**src/rtl/serial_frame_rx.sv**
```systemverilog
`default_nettype none
// ============================================================================
// Module   : serial_frame_rx
// Purpose  : Single-line serial frame receiver. Detects a low start bit,
//            shifts in DATA_BITS data bits LSB first, optionally checks a
//            parity bit, checks a high stop bit and reports the word with a
//            one-cycle done strobe.
// Ports    : clk        - rising-edge clock
//            reset      - synchronous, active-high reset
//            in         - serial line, idle high, already synchronised to clk
//            data       - last good word, updates only together with done
//            done       - one-cycle strobe, good frame received
//            err_frame  - one-cycle strobe, stop bit sampled low
//            err_parity - one-cycle strobe, parity mismatch (0 when the
//                         parity option is not compiled in)
// Options  : SERIAL_RX_PARITY_EN - when defined, a parity bit follows the
//            data bits and is checked (even parity, or odd if PARITY_ODD=1).
// Revision : 1.0 - initial release
// ============================================================================
module serial_frame_rx #(
  parameter int DATA_BITS    = 8,
  parameter int CLKS_PER_BIT = 1,
  parameter int PARITY_ODD   = 0
) (
  input  logic                 clk,
  input  logic                 reset,
  input  logic                 in,
  output logic [DATA_BITS-1:0] data,
  output logic                 done,
  output logic                 err_frame,
  output logic                 err_parity
);

  // Distance from the detect cycle to the start-bit mid-point sample.
  localparam int HALF  = (CLKS_PER_BIT - 1) / 2;
  localparam int CNT_W = (CLKS_PER_BIT > 1) ? $clog2(CLKS_PER_BIT) : 1;
  localparam int BIT_W = $clog2(DATA_BITS + 1);

  localparam logic [CNT_W-1:0] C_FULL    = CNT_W'(CLKS_PER_BIT - 1);
  localparam logic [CNT_W-1:0] C_HALF_M1 = CNT_W'((HALF > 0) ? (HALF - 1) : 0);
  localparam logic [BIT_W-1:0] C_LAST    = BIT_W'(DATA_BITS - 1);

  typedef enum logic [2:0] {
    S_IDLE      = 3'd0,
    S_START     = 3'd1,
    S_DATA      = 3'd2,
    S_PARITY    = 3'd3,
    S_STOP      = 3'd4,
    S_WAIT_IDLE = 3'd5
  } state_t;

  state_t               state_q, state_d;
  logic [CNT_W-1:0]     baud_q, baud_d;
  logic [BIT_W-1:0]     bit_q, bit_d;
  logic [DATA_BITS-1:0] shift_q, shift_d;
  logic [DATA_BITS-1:0] data_q, data_d;
  logic                 done_q, done_d;
  logic                 err_frame_q, err_frame_d;
  logic                 tick;

`ifdef SERIAL_RX_PARITY_EN
  localparam logic C_ODD = 1'(PARITY_ODD);
  logic par_err_q, par_err_d;
  logic err_parity_q, err_parity_d;
`endif

  // A bit is sampled whenever the baud counter has run down to zero.
  assign tick = (baud_q == '0);

  always_comb begin
    state_d     = state_q;
    baud_d      = baud_q;
    bit_d       = bit_q;
    shift_d     = shift_q;
    data_d      = data_q;
    done_d      = 1'b0;
    err_frame_d = 1'b0;
`ifdef SERIAL_RX_PARITY_EN
    par_err_d    = par_err_q;
    err_parity_d = 1'b0;
`endif

    case (state_q)
      S_IDLE: begin
        if (!in) begin
          bit_d   = '0;
          shift_d = '0;
`ifdef SERIAL_RX_PARITY_EN
          par_err_d = 1'b0;
`endif
          // With HALF==0 the detect cycle doubles as the start-bit sample.
          if (HALF == 0) begin
            state_d = S_DATA;
            baud_d  = C_FULL;
          end else begin
            state_d = S_START;
            baud_d  = C_HALF_M1;
          end
        end
      end

      S_START: begin
        if (tick) begin
          if (in) begin
            state_d = S_IDLE;           // false start, silently dropped
          end else begin
            state_d = S_DATA;
            baud_d  = C_FULL;
          end
        end else begin
          baud_d = baud_q - 1'b1;
        end
      end

      S_DATA: begin
        if (tick) begin
          // Right shift: after DATA_BITS samples the first bit sits at bit 0.
          shift_d = {in, shift_q[DATA_BITS-1:1]};
          baud_d  = C_FULL;
          if (bit_q == C_LAST) begin
`ifdef SERIAL_RX_PARITY_EN
            state_d = S_PARITY;
`else
            state_d = S_STOP;
`endif
          end else begin
            bit_d = bit_q + 1'b1;
          end
        end else begin
          baud_d = baud_q - 1'b1;
        end
      end

`ifdef SERIAL_RX_PARITY_EN
      S_PARITY: begin
        if (tick) begin
          par_err_d = (in != ((^shift_q) ^ C_ODD));
          state_d   = S_STOP;
          baud_d    = C_FULL;
        end else begin
          baud_d = baud_q - 1'b1;
        end
      end
`endif

      S_STOP: begin
        if (tick) begin
          if (in) begin
            state_d = S_IDLE;
`ifdef SERIAL_RX_PARITY_EN
            if (par_err_q) begin
              err_parity_d = 1'b1;
            end else begin
              done_d = 1'b1;
              data_d = shift_q;
            end
`else
            done_d = 1'b1;
            data_d = shift_q;
`endif
          end else begin
            state_d     = S_WAIT_IDLE;
            err_frame_d = 1'b1;
`ifdef SERIAL_RX_PARITY_EN
            err_parity_d = par_err_q;
`endif
          end
        end else begin
          baud_d = baud_q - 1'b1;
        end
      end

      // A line stuck low after a framing error must not look like a start.
      S_WAIT_IDLE: begin
        if (in) begin
          state_d = S_IDLE;
        end
      end

      default: state_d = S_IDLE;
    endcase
  end

  always_ff @(posedge clk) begin
    if (reset) begin
      state_q     <= S_IDLE;
      baud_q      <= '0;
      bit_q       <= '0;
      shift_q     <= '0;
      data_q      <= '0;
      done_q      <= 1'b0;
      err_frame_q <= 1'b0;
`ifdef SERIAL_RX_PARITY_EN
      par_err_q    <= 1'b0;
      err_parity_q <= 1'b0;
`endif
    end else begin
      state_q     <= state_d;
      baud_q      <= baud_d;
      bit_q       <= bit_d;
      shift_q     <= shift_d;
      data_q      <= data_d;
      done_q      <= done_d;
      err_frame_q <= err_frame_d;
`ifdef SERIAL_RX_PARITY_EN
      par_err_q    <= par_err_d;
      err_parity_q <= err_parity_d;
`endif
    end
  end

  assign data      = data_q;
  assign done      = done_q;
  assign err_frame = err_frame_q;

`ifdef SERIAL_RX_PARITY_EN
  assign err_parity = err_parity_q;
`else
  // Parity selection has no meaning without a parity bit in the frame.
  logic unused_parity_odd;
  assign unused_parity_odd = 1'(PARITY_ODD);
  assign err_parity        = 1'b0;
`endif

endmodule
`default_nettype wire

```
**config.mk**
```make
export PLATFORM = sky130hd
export DESIGN_NAME = serial_frame_rx
export DESIGN_NICKNAME = d
export VERILOG_FILES = /design/src/rtl/serial_frame_rx.sv
export SDC_FILE = /design/constraint.sdc
export NUM_CORES = 1
export LEC_CHECK = 0
export CAP_MARGIN = 15
export CORE_UTILIZATION = 46
export CTS_CLUSTER_DIAMETER = 100
export CTS_CLUSTER_SIZE = 28
export DETAILED_ROUTE_END_ITERATION = 8
export PLACE_DENSITY = 0.72
export SLEW_MARGIN = 10
export SYNTH_ARGS = -nofsm -noshare
export SYNTH_HDL_FRONTEND = slang
export SYNTH_SLANG_ARGS = --single-unit
```
**constraint.sdc**
```tcl
create_clock -name clk -period 1.4 [get_ports clk]
set_clock_uncertainty 0.05 [all_clocks]
set_input_delay 0.28 -clock clk [delete_from_list [all_inputs] [get_ports clk]]
set_output_delay 0.28 -clock clk [all_outputs]
set_load 0.05 [all_outputs]
```
**Run 1: clock wiring as the flow saved it**

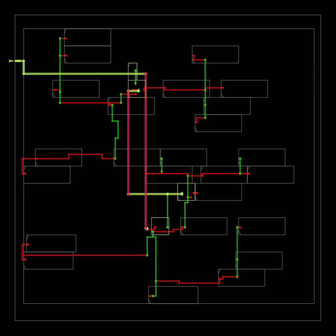
clock group power: 0.311 mW
clock sink count: 25
clk_buf instances: 4

**Run 1: metal layers overlaid**

Scale bar: 10 µm. Two of the layers only.
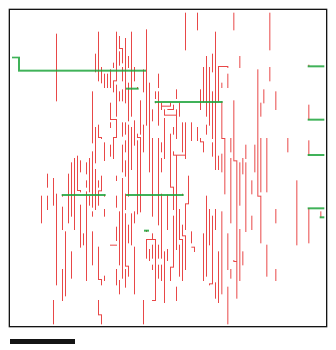
| layer | colour | wire length |
|---|---|---|
| met2 | red | 993 µm |
| met3 | green | 58.6 µm |

==> results.toml, run 1 <==
# physical design summary
[final_layout]
final_nets = 146
final_cell_mix = "nand2_1 (23), dfxtp_1 (22), a21oi_1 (17)"
seq_cells = 25
num-multi-input-gates = 81
final_area_um2 = 1390
largest_cell_class = "sequential cells"
clk_share = 0.0189
fin_cells = 168

[cts]
cts_resized = 1

[sta]
setup-violations-final = 1
fin_crit_ns = 1.45
hold_viol = 0
hold_ws_ns = 0.419
worst_slack_ns = -0.0492
setup-tns-final_ns = -0.0492

[global_route]
grt_usage = 0.201
gr-usage-met2 = 0.336
grt-busiest-layer = "met2"
grt_pass1_wl_um = 3630

[outcome]
violations = "negative setup slack"
run_status = "complete, but fails checks"

[synthesis]
synth_top_cell_by_count = "dfxtp_1"
ys_cells = 118
syn_inst = 118
synth_flop_count = 25
synth-edff-count = 0

[power]
p_sw_mw = 0.263
power_frac_clock = 0.272
power_density_nw_per_um2 = 820
p_int_mw = 0.880

[hold_path]
min_to = "data[0]"
hold_depth = 2

[detailed_routing]
routed_wl_um = 2100
wl_met1_um = 1010
wl_met2_um = 992
drt_first_pass_iters = 4

[worst_setup_path]
cp_data_required_time_ns = 1.59
cp_max_fo = 4
arrival_ns = 1.64
rr_endpoint = "bit_q[3]"

[floorplan]
die_area_um2 = 2340

[placed_design]
dp.cells = 164
**Run 1: supply network**

Scale bar: 10 µm. Pins as bars on the die edge.
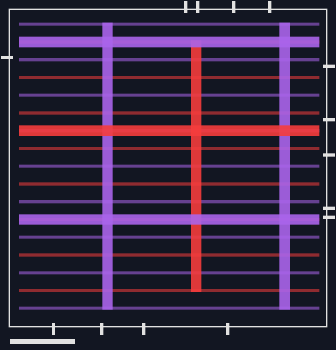
| net | colour |
|---|---|
| VSS | purple |
| VDD | red |
met5 straps: 3
met1 rails: 17
rows: 16
met4 straps: 3
signal pins: 14
Die Span Y: 48.4 µm
Max IR drop VDD: 0.547 mV
Core Region: 2000 µm²
die span in x: 48.4 µm

==> run 1: power by group through the flow <==
stage | combinational [mW] | clock, mW | sequential [mW]
after floorplan | 0.0529 | 0 | 0.740
after global placement | 0.0875 | 0 | 0.743
after detailed placement | 0.0909 | 0 | 0.744
after CTS | 0.0920 | 0.317 | 0.729
after global routing | 0.108 | 0.350 | 0.733
final | 0.100 | 0.311 | 0.731
==> run 1: cell families (layout without fill, tap and decap cells) <==
family                     Yosys count  after routing  synth area share
other                                1              1           0.00378
AOI/OAI and AO/OA                   33             33             0.184
buffers and inverters               12             35            0.0530
and+or+nand+nor                     46             46             0.241
DFF                                 25             25             0.505
adders and majority gates            1              1            0.0126
==> inputs of run 2 (changes only) <==
CTS_CLUSTER_DIAMETER = unset   (was 100)
**Run 2: metal layers overlaid**

Scale bar: 10 µm. Two of the layers only.
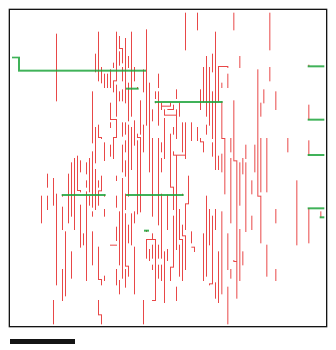
| layer | colour | wire length |
|---|---|---|
| met2 | red | 993 µm |
| met3 | green | 58.6 µm |

==> results.toml, run 2 <==
# physical design summary
[power]
p_int_mw = 0.880
ir_worst_vdd_mv = 0.547
combinationalPower_mw = 0.100

[synthesis]
logic_family = "simple AND/OR/NAND/NOR gates"
aoi_share = 0.184
synth_top_cell_by_count = "dfxtp_1"

[global_route]
grt_usage = 0.201

[floorplan]
die_area_um2 = 2340
fp.dieW_um = 48.4

[final_layout]
final_cell_mix = "nand2_1 (23), dfxtp_1 (22), a21oi_1 (17)"
largest_cell_class = "sequential cells"

[outcome]
violations = "negative setup slack"
run_status = "complete, but fails checks"

[hold_path]
hold_depth = 2

[cts]
cts.sinks = 25

[sta]
setup-tns-final_ns = -0.0492
hold_viol = 0
fin_crit_ns = 1.45
worst_slack_ns = -0.0492
setup-violations-final = 1

[detailed_routing]
drt_first_pass_iters = 4
==> run 2: cell counts after synthesis <==
No cell type changed its count.
==> run 2: repair_timing <==
item	in CTS	in global routing
resized	1	8
buffers inserted	0	0
pin swaps	0	1
setup endpoints to repair	2	4
==> run 2: through the flow <==
step                hold slack (ns)  std cells  area [µm²]  utilization  worst slack (ns)
detailed placement            0.403        164        1340        0.667            -0.230
finish                        0.419        168        1390        0.696           -0.0492
global route                  0.437        168        1390        0.696            -0.102
floorplan                     0.303        118         993            -           0.00859
global placement              0.393        164        1340        0.667            -0.154
CTS                           0.421        168        1360        0.681           -0.0512
==> run 2: routing by layer <==
layer,vias up,GRT usage
met3,4,0.0440
met2,14,0.336
met5,-,0
met4,0,0.0931
met1,442,0.246
li1,455,-
Power is estimated from default activity; no workload was simulated.
